===== src/rtl/game_menu_renderer_block_if.sv =====
// Pixel-query bus for the game menu renderer: frame tick, scene geometry,
// queried pixel coordinate and the resulting colour.
interface game_menu_renderer_block_if;
  logic       frameClk;
  logic [7:0] dinoY;
  logic [7:0] obs1X;
  logic [7:0] obs1H;
  logic [7:0] obs2X;
  logic [7:0] obs2H;
  logic [7:0] x;
  logic [7:0] y;
  logic [2:0] color;

  modport master (
    output frameClk, dinoY, obs1X, obs1H, obs2X, obs2H, x, y,
    input  color
  );

  modport slave (
    input  frameClk, dinoY, obs1X, obs1H, obs2X, obs2H, x, y,
    output color
  );
endinterface


===== src/rtl/game_menu_renderer_block.sv =====
// Combinational pixel colour lookup for the dino scene with a fixed overlay
// (menu, pause or game over) and a frame counter that drives the menu blink.
module game_menu_renderer_block #(
  parameter int unsigned SCREEN     = 0,
  parameter int unsigned XMAX       = 159,
  parameter int unsigned YMAX       = 119,
  parameter int unsigned GROUND_TOP = 100,
  parameter int unsigned DINO_X     = 10,
  parameter int unsigned DINO_W     = 10,
  parameter int unsigned DINO_H     = 12,
  parameter int unsigned OBS_W      = 6,
  parameter int unsigned BLINK_BIT  = 4
) (
  input logic                         clk,
  input logic                         resetn,
  game_menu_renderer_block_if.slave   bus
);

  localparam logic [2:0] BG    = 3'b111;
  localparam logic [2:0] FG    = 3'b000;
  localparam logic [2:0] MENU  = 3'b110;
  localparam logic [2:0] PAUSE = 3'b001;
  localparam logic [2:0] OVER  = 3'b100;

  localparam logic [8:0] XMAX9 = 9'(XMAX);
  localparam logic [8:0] YMAX9 = 9'(YMAX);
  localparam logic [8:0] GT9   = 9'(GROUND_TOP);
  localparam logic [8:0] DX9   = 9'(DINO_X);
  localparam logic [8:0] DW9   = 9'(DINO_W);
  localparam logic [8:0] DH9   = 9'(DINO_H);
  localparam logic [8:0] OW9   = 9'(OBS_W);

  typedef enum logic [1:0] {SCR_MENU, SCR_PAUSE, SCR_OVER} screen_e;
  localparam screen_e MODE = (SCREEN == 1) ? SCR_PAUSE :
                             (SCREEN == 2) ? SCR_OVER  : SCR_MENU;

  logic [7:0] frameCnt;
  logic       blink;

  always_ff @(posedge clk or negedge resetn) begin
    if (!resetn)           frameCnt <= '0;
    else if (bus.frameClk) frameCnt <= frameCnt + 8'd1;
  end

  assign blink = frameCnt[BLINK_BIT];

  // Obstacle top is GROUND_TOP-h, which goes negative for tall obstacles,
  // so the row test is signed in 9 bits.
  function automatic logic obsHit(input logic [7:0] ox, input logic [7:0] oh,
                                  input logic [8:0] qx, input logic [8:0] qy);
    logic signed [8:0] top;
    top = $signed(GT9) - $signed({1'b0, oh});
    return (oh != 8'd0) && (qx >= {1'b0, ox}) && (qx < {1'b0, ox} + OW9) &&
           ($signed(qy) >= top) && (qy < GT9);
  endfunction

  logic [8:0]        px, py;
  logic              offScreen, onGround, onDino, onObs;
  logic              inPanel, panelEdge, inStart, inBars, inSquare, onCross;
  logic signed [8:0] diff;
  logic [8:0]        sum;
  logic              ovlHit;
  logic [2:0]        ovlColor;
  logic [2:0]        colorNext;

  always_comb begin
    px        = {1'b0, bus.x};
    py        = {1'b0, bus.y};
    offScreen = (px > XMAX9) || (py > YMAX9);
    onGround  = (py >= GT9) && (py <= GT9 + 9'd1);
    onDino    = (px >= DX9) && (px < DX9 + DW9) &&
                (py >= {1'b0, bus.dinoY}) && (py < {1'b0, bus.dinoY} + DH9);
    onObs     = obsHit(bus.obs1X, bus.obs1H, px, py) ||
                obsHit(bus.obs2X, bus.obs2H, px, py);

    inPanel   = (px >= 9'd40) && (px <= 9'd119) && (py >= 9'd30) && (py <= 9'd69);
    panelEdge = (px == 9'd40) || (px == 9'd119) || (py == 9'd30) || (py == 9'd69);
    inStart   = (px >= 9'd60) && (px <= 9'd99) && (py >= 9'd46) && (py <= 9'd53);
    inBars    = (((px >= 9'd68) && (px <= 9'd75)) || ((px >= 9'd84) && (px <= 9'd91))) &&
                (py >= 9'd35) && (py <= 9'd64);
    inSquare  = inPanel && (px >= 9'd60) && (px <= 9'd99);
    diff      = $signed(px - 9'd60) - $signed(py - 9'd30);
    sum       = (px - 9'd60) + (py - 9'd30);
    onCross   = inSquare && ((diff == 9'sd0) || (diff == 9'sd1) ||
                             (sum == 9'd39) || (sum == 9'd40));

    ovlHit   = 1'b0;
    ovlColor = BG;
    case (MODE)
      SCR_PAUSE: begin
        ovlHit   = inBars;
        ovlColor = PAUSE;
      end
      SCR_OVER: begin
        ovlHit   = inPanel;
        ovlColor = (panelEdge || onCross) ? FG : OVER;
      end
      default: begin
        ovlHit   = inPanel;
        ovlColor = (panelEdge || (inStart && blink)) ? FG : MENU;
      end
    endcase

    if (offScreen)                        colorNext = BG;
    else if (ovlHit)                      colorNext = ovlColor;
    else if (onDino || onObs || onGround) colorNext = FG;
    else                                  colorNext = BG;
  end

  assign bus.color = colorNext;

endmodule


===== src/flat_wrapper.sv =====
// flat-port wrapper written by rule: the top's interface ports become plain ports
module game_menu_renderer_block_flat 
#(
  parameter int unsigned SCREEN     = 0,
  parameter int unsigned XMAX       = 159,
  parameter int unsigned YMAX       = 119,
  parameter int unsigned GROUND_TOP = 100,
  parameter int unsigned DINO_X     = 10,
  parameter int unsigned DINO_W     = 10,
  parameter int unsigned DINO_H     = 12,
  parameter int unsigned OBS_W      = 6,
  parameter int unsigned BLINK_BIT  = 4
)
  (clk, resetn, bus_frameClk, bus_dinoY, bus_obs1X, bus_obs1H, bus_obs2X, bus_obs2H, bus_x, bus_y, bus_color);
  game_menu_renderer_block_if bus_i ();
  input logic clk;
  input logic resetn;
  input wire logic [$bits(bus_i.frameClk)-1:0] bus_frameClk;
  input wire logic [$bits(bus_i.dinoY)-1:0] bus_dinoY;
  input wire logic [$bits(bus_i.obs1X)-1:0] bus_obs1X;
  input wire logic [$bits(bus_i.obs1H)-1:0] bus_obs1H;
  input wire logic [$bits(bus_i.obs2X)-1:0] bus_obs2X;
  input wire logic [$bits(bus_i.obs2H)-1:0] bus_obs2H;
  input wire logic [$bits(bus_i.x)-1:0] bus_x;
  input wire logic [$bits(bus_i.y)-1:0] bus_y;
  output wire logic [$bits(bus_i.color)-1:0] bus_color;
  assign bus_i.frameClk = bus_frameClk;
  assign bus_i.dinoY = bus_dinoY;
  assign bus_i.obs1X = bus_obs1X;
  assign bus_i.obs1H = bus_obs1H;
  assign bus_i.obs2X = bus_obs2X;
  assign bus_i.obs2H = bus_obs2H;
  assign bus_i.x = bus_x;
  assign bus_i.y = bus_y;
  assign bus_color = bus_i.color;
  game_menu_renderer_block #(.SCREEN(SCREEN), .XMAX(XMAX), .YMAX(YMAX), .GROUND_TOP(GROUND_TOP), .DINO_X(DINO_X), .DINO_W(DINO_W), .DINO_H(DINO_H), .OBS_W(OBS_W), .BLINK_BIT(BLINK_BIT)) u_core (.clk(clk), .resetn(resetn), .bus(bus_i));
endmodule

===== config.mk =====
export PLATFORM = sky130hd
export DESIGN_NAME = game_menu_renderer_block_flat
export DESIGN_NICKNAME = d
export VERILOG_FILES = /design/src/rtl/game_menu_renderer_block_if.sv /design/src/rtl/game_menu_renderer_block.sv /design/src/flat_wrapper.sv
export SDC_FILE = /design/constraint.sdc
export NUM_CORES = 1
export LEC_CHECK = 0
export CAP_MARGIN = 40
export CORE_MARGIN = 1.5
export CORE_UTILIZATION = 51
export CTS_CLUSTER_SIZE = 12
export DETAILED_ROUTE_END_ITERATION = 16
export PLACE_DENSITY = 0.81
export SLEW_MARGIN = 40
export SYNTH_ARGS = -nofsm -noshare
export SYNTH_HDL_FRONTEND = slang
export SYNTH_SLANG_ARGS = --single-unit

===== constraint.sdc =====
create_clock -name clk -period 3.5 [get_ports clk]
set_clock_uncertainty 0.2 [all_clocks]
set_input_delay 0.525 -clock clk [delete_from_list [all_inputs] [get_ports clk]]
set_output_delay 0.525 -clock clk [all_outputs]
set_load 0.1 [all_outputs]

==> run_1/final_clocks.png <==
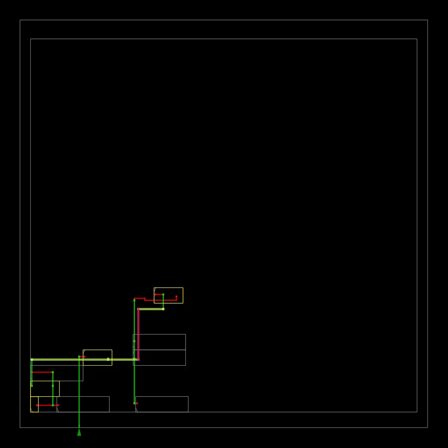
Clock buffer cells: 4
clock sinks: 5

==> run_1/drive_strength.png <==
(4 px per um)
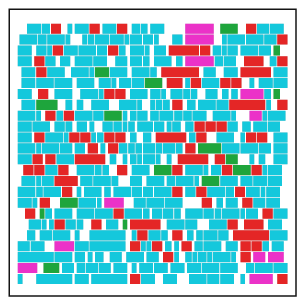
| size | color | cells | share |
|---|---|---|---|
| drive 6 and up | magenta | 11 | 2.5% |
| drive 3 to 4 | red | 82 | 19% |
| drive 2 | green | 16 | 3.7% |
| drive 1 or less | cyan | 325 | 75% |

==> run_1/wire_density.png <==
(6 px per um) 14 x 14 tiles, from dark purple (low) to yellow (high), scaled to the fullest tile. Values are wire area over tile area, all layers added.
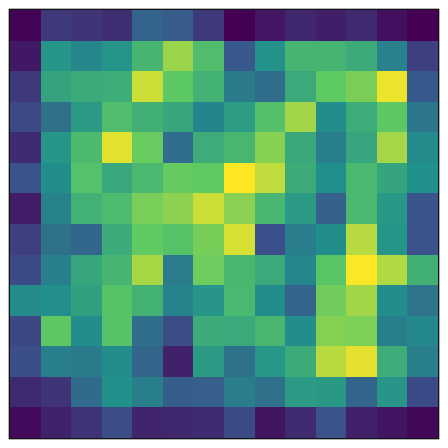
tiles over half the peak: 51%
nearly empty tiles: 1.5%
mean over tiles: 0.23

==> flow_summary.json, run 1 <==
{
  "cts.reportedPaths.clkPinSlew_ps": 40,
  "mi_logic_area_sq_um": 2300,
  "final_max_slew_viol_count": 0,
  "signal_inverters": 33,
  "flop-count": 5,
  "yosys_warnings": 0,
  "tally_of_filler_cells_in_the_layout": 239,
  "crit-reg2reg-capture": "u_core.frameCnt[1]",
  "pin_count": 62,
  "chipWidth_um": 71.3,
  "reg2reg_slack_ps": 2240,
  "placement.io_buffers": 61,
  "area.growth.synth_to_final_pct": 62.2,
  "postRouteWirelength_um": 7250,
  "clock_net_power_mw": 0.107,
  "pre_antenna_drt_iters": 4,
  "top_usage_layer": "met2",
  "synth-simple-area-share_pct": 17.4,
  "setup_ws_post_layout_ps": -309,
  "critical_path.startpoint_type": "primary input",
  "r2r_start": "u_core.frameCnt[0]",
  "grtUsageMet2_pct": 54.4,
  "path_max_fanout": 3,
  "synth_area_sq_um": 2380,
  "row_count": 24,
  "sh_seq_area_pct": 3.24,
  "initial_utilization_pct": 53.9,
  "design.core.area_sq_um": 4410,
  "failing_checks": "negative setup slack",
  "internal_power_mw": 0.456,
  "timing.critical_path.to_type": "output port",
  "top_area_cell": "sky130_fd_sc_hd__ha_1",
  "area_share_nonclk_buffers_pct": 30.3,
  "lay_top_count": "sky130_fd_sc_hd__buf_4",
  "number_of_buffers_created_by_cts": 3,
  "postCtsResizedCells": 7,
  "maxCapViolations": 0,
  "well_tap_count": 52,
  "area.sequential_sq_um": 125,
  "pwr.group.sequential_mw": 0.114,
  "antenna_found_initial": 0,
  "path_depth": 12,
  "leakage_nw": 1.83,
  "xor_share_pct": 11.0,
  "logic_gate_count": 261,
  "clock_latency_ps": 220,
  "yosysUniqueCellTypes": 47,
  "clock_tree.root_cell": "sky130_fd_sc_hd__clkbuf_8",
  "fp_nets": 425,
  "worstPathRequired_ps": 2770,
  "fa_ha_area_share_pct": 34.7,
  "worst-endpoint-arrival_ps": 3080,
  "detail_route.wl_per_cell_um": 14.9,
  "timing.hold.worst_path_depth": 1,
  "numSynthFlops": 5,
  "htree_num_levels": 1,
  "power_density_nw_per_um2": 201,
  "run_status": "finished, violations left",
  "maxSlewHeadroom_pct": 69.5,
  "top_cell_area_share_pct": 34.7,
  "hp-start": "u_core.frameCnt[3]",
  "setup.worst_path.end": "bus_color[1]",
  "seq_power_share_pct": 14.7,
  "area_contributors_post_synth": "sky130_fd_sc_hd__ha_1 (35%), sky130_fd_sc_hd__xnor2_1 (6.6%), sky130_fd_sc_hd__dfrtp_1 (5.3%), sky130_fd_sc_hd__inv_1 (5.0%), sky130_fd_sc_hd__xor2_1 (4.4%)",
  "share_clk_of_total_power_pct": 13.8,
  "warning_count": 32,
  "finalSetupViolations": 3,
  "pwr.group.combinational_mw": 0.555,
  "cp_cell_sequence": "clkdlybuf4s50_1, buf_4, o2111ai_1, xnor2_1, ha_1, o21a_1, o21a_1, o22ai_2, a31oi_4, nor4_4, o31ai_4, buf_12",
  "most_frequent_cell_on_the_critical_path": "sky130_fd_sc_hd__o21a_1",
  "worst-slew-pin-transition_ps": 451,
  "synth-seq-area-share_pct": 5.26,
  "highest_layer": "met4",
  "postSynthAreaPerCell_sq_um": 7.93
}
==> run 1: stage by stage <==
step | TNS, ps | setup WS, ps | cell area (sq um) | hold slack, ps | power [mW]
after detailed placement | -1740 | -588 | 3740 | 273 | 0.648
after CTS | -1200 | -414 | 3790 | 282 | 0.762
after global placement | -1570 | -534 | 3740 | 267 | 0.624
after global routing | -1110 | -393 | 3860 | 301 | 0.845
after floorplan | -1120 | -541 | 2530 | 29.4 | 0.397
final | -871 | -309 | 3860 | 278 | 0.776
==> run 1: cell families after synthesis <==
kind of cell    after synthesis
compound gates               89
xor+xnor                     30
fa+ha+maj                    66
buf+inv                      34
flops                         5
mux                           1
simple gates                 75
==> run_1/met3.png <==
(6 px per um)
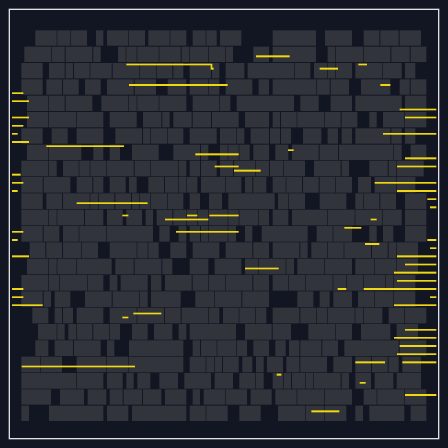

==> run 2, diff against run 1 <==
--- a/config.mk
+++ b/config.mk
@@ -10,7 +10,7 @@
 export CORE_UTILIZATION = 51
 export CTS_CLUSTER_SIZE = 12
 export DETAILED_ROUTE_END_ITERATION = 16
-export PLACE_DENSITY = 0.81
+export PLACE_DENSITY_LB_ADDON = 0.1
 export SLEW_MARGIN = 40
 export SYNTH_ARGS = -nofsm -noshare
 export SYNTH_HDL_FRONTEND = slang
==> run_2/met3.png <==
(6 px per um)
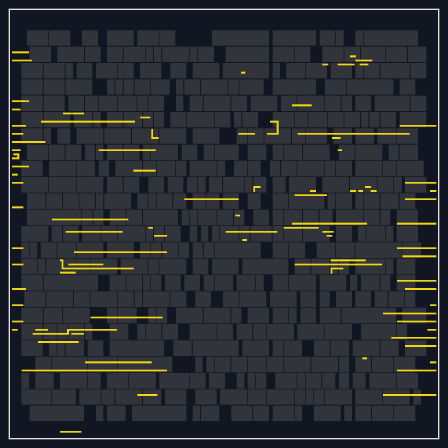
nets with wire on the layer: 74
wire length on this layer: 407 um
longest straight run: 23.9 um

==> run_2/wire_density.png <==
(6 px per um) 14 x 14 tiles, from dark purple (low) to yellow (high), scaled to the fullest tile. Values are wire area over tile area, all layers added.
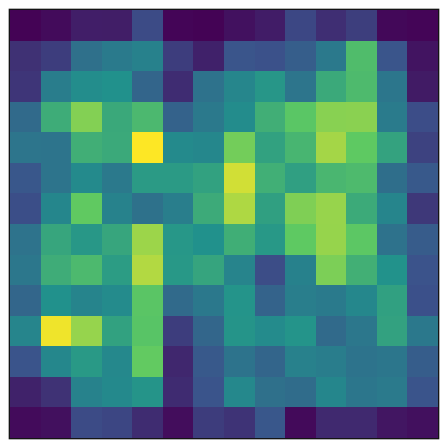
fullest tile: 0.60
tiles over half the peak: 35%
mean over tiles: 0.26
nearly empty tiles: 2.0%

==> run 2 against run 1 <==
- the flow still finishes with violations (negative setup slack)
- synthesized cell count did not move
- synthesized area is the same
- combinational power grew 4%
- flip-flop count unchanged
- highest routed layer unchanged
==> flow_summary.json, run 2 <==
{
  "pin_count": 62,
  "worst-slew-pin-transition_ps": 424,
  "yosys_warnings": 0,
  "layout_top_cells": "sky130_fd_sc_hd__buf_4 (79), sky130_fd_sc_hd__ha_1 (63), sky130_fd_sc_hd__clkdlybuf4s50_1 (48), sky130_fd_sc_hd__inv_1 (25), sky130_fd_sc_hd__o21ai_0 (18)",
  "top_cell_area_share_pct": 34.7,
  "maxSlewHeadroom_pct": 71.5,
  "area_contributors_post_synth": "sky130_fd_sc_hd__ha_1 (35%), sky130_fd_sc_hd__xnor2_1 (6.6%), sky130_fd_sc_hd__dfrtp_1 (5.3%), sky130_fd_sc_hd__inv_1 (5.0%), sky130_fd_sc_hd__xor2_1 (4.4%)",
  "synth_area_sq_um": 2380,
  "pwr.group.sequential_mw": 0.118,
  "hp-start": "u_core.frameCnt[3]",
  "failing_checks": "negative setup slack",
  "warning_count": 32,
  "row_count": 24,
  "reg2reg_slack_ps": 2220,
  "lay_top_count": "sky130_fd_sc_hd__buf_4",
  "htree_num_levels": 1,
  "post-layout-total-power_mw": 0.801,
  "area.sequential_sq_um": 125,
  "internal_power_mw": 0.465,
  "clock_net_power_mw": 0.109,
  "timing.setup.critical_path_class": "in2out",
  "synth-seq-area-share_pct": 5.26,
  "finalSetupTns_ps": -957,
  "maxCapViolations": 0,
  "numSynthFlops": 5,
  "postRouteWirelength_um": 8050,
  "clock_tree.root_cell": "sky130_fd_sc_hd__clkbuf_8",
  "detail_route.wl_per_cell_um": 16.2,
  "power_density_nw_per_um2": 203,
  "synth-simple-area-share_pct": 17.4,
  "run_status": "finished, violations left",
  "critical_path.startpoint_type": "primary input",
  "postCtsResizedCells": 18,
  "finalSetupViolations": 3,
  "most_frequent_cell_on_the_critical_path": "sky130_fd_sc_hd__nand2_1",
  "cts.reportedPaths.clkPinSlew_ps": 40,
  "highest_layer": "met4",
  "placed_area_sq_um": 3800,
  "path_max_fanout": 3,
  "chipWidth_um": 71.3,
  "fin_area_sq_um": 3940,
  "dp_worst_setup_slack_ps": -623,
  "r2r_start": "u_core.frameCnt[0]",
  "path_depth": 12,
  "design.core.area_sq_um": 4410,
  "fmax_mhz": 261,
  "enable_flop_cells": 0,
  "cts.sinks": 5,
  "top_area_cell": "sky130_fd_sc_hd__ha_1",
  "seq_power_share_pct": 14.7,
  "area.growth.synth_to_final_pct": 65.6,
  "fa_ha_area_share_pct": 34.7,
  "leakage_nw": 1.87,
  "placement.io_buffers": 61,
  "worst-endpoint-arrival_ps": 3110,
  "fp_nets": 425,
  "share_clk_of_total_power_pct": 13.6,
  "final_max_slew_viol_count": 0,
  "setup_ws_post_layout_ps": -336,
  "pre_antenna_drt_iters": 4,
  "tally_of_filler_cells_in_the_layout": 216,
  "fin_hold_ws_ps": 296,
  "timing.critical_path.buf_inv": 2,
  "grtUsageMet2_pct": 58.7,
  "postSynthAreaPerCell_sq_um": 7.93,
  "swShare_pct": 41.9,
  "worstPathRequired_ps": 2770,
  "antenna_found_initial": 0,
  "number_of_buffers_created_by_cts": 3,
  "top_usage_layer": "met2",
  "timing.critical_path.to_type": "output port",
  "mi_logic_area_sq_um": 2310,
  "initial_utilization_pct": 53.9,
  "timing.hold.worst_path_depth": 1,
  "yosysUniqueCellTypes": 47
}
run 2: cell counts after synthesis:
Identical to the previous run, type by type.
run 2: stage by stage:
step | util, % | std cells
after CTS | 87.9 | 496
after detailed placement | 86.1 | 490
after floorplan | - | 300
after global placement | 86.1 | 490
after global routing | 89.3 | 496
final | 89.3 | 496
run 2: logic make-up (layout without fill, tap and decap cells):
kind of cell / count (synthesis) / after routing
AOI/OAI and AO/OA: 89 / 89
and+or+nand+nor: 75 / 75
adders and majority gates: 66 / 66
buffers and inverters: 34 / 178
xor gates and xnor gates: 30 / 30
DFF: 5 / 5
muxes: 1 / 1
run 2: final cells by class:
type                       count  share of cell area (%)
multi-input combinational    261                    58.6
clock buffer                   4                    1.14
inverter                      33                    4.03
timing repair buffer         141                    31.4
tap                           52                    1.65
sequential                     5                    3.18
Power and IR drop assume default switching activity.
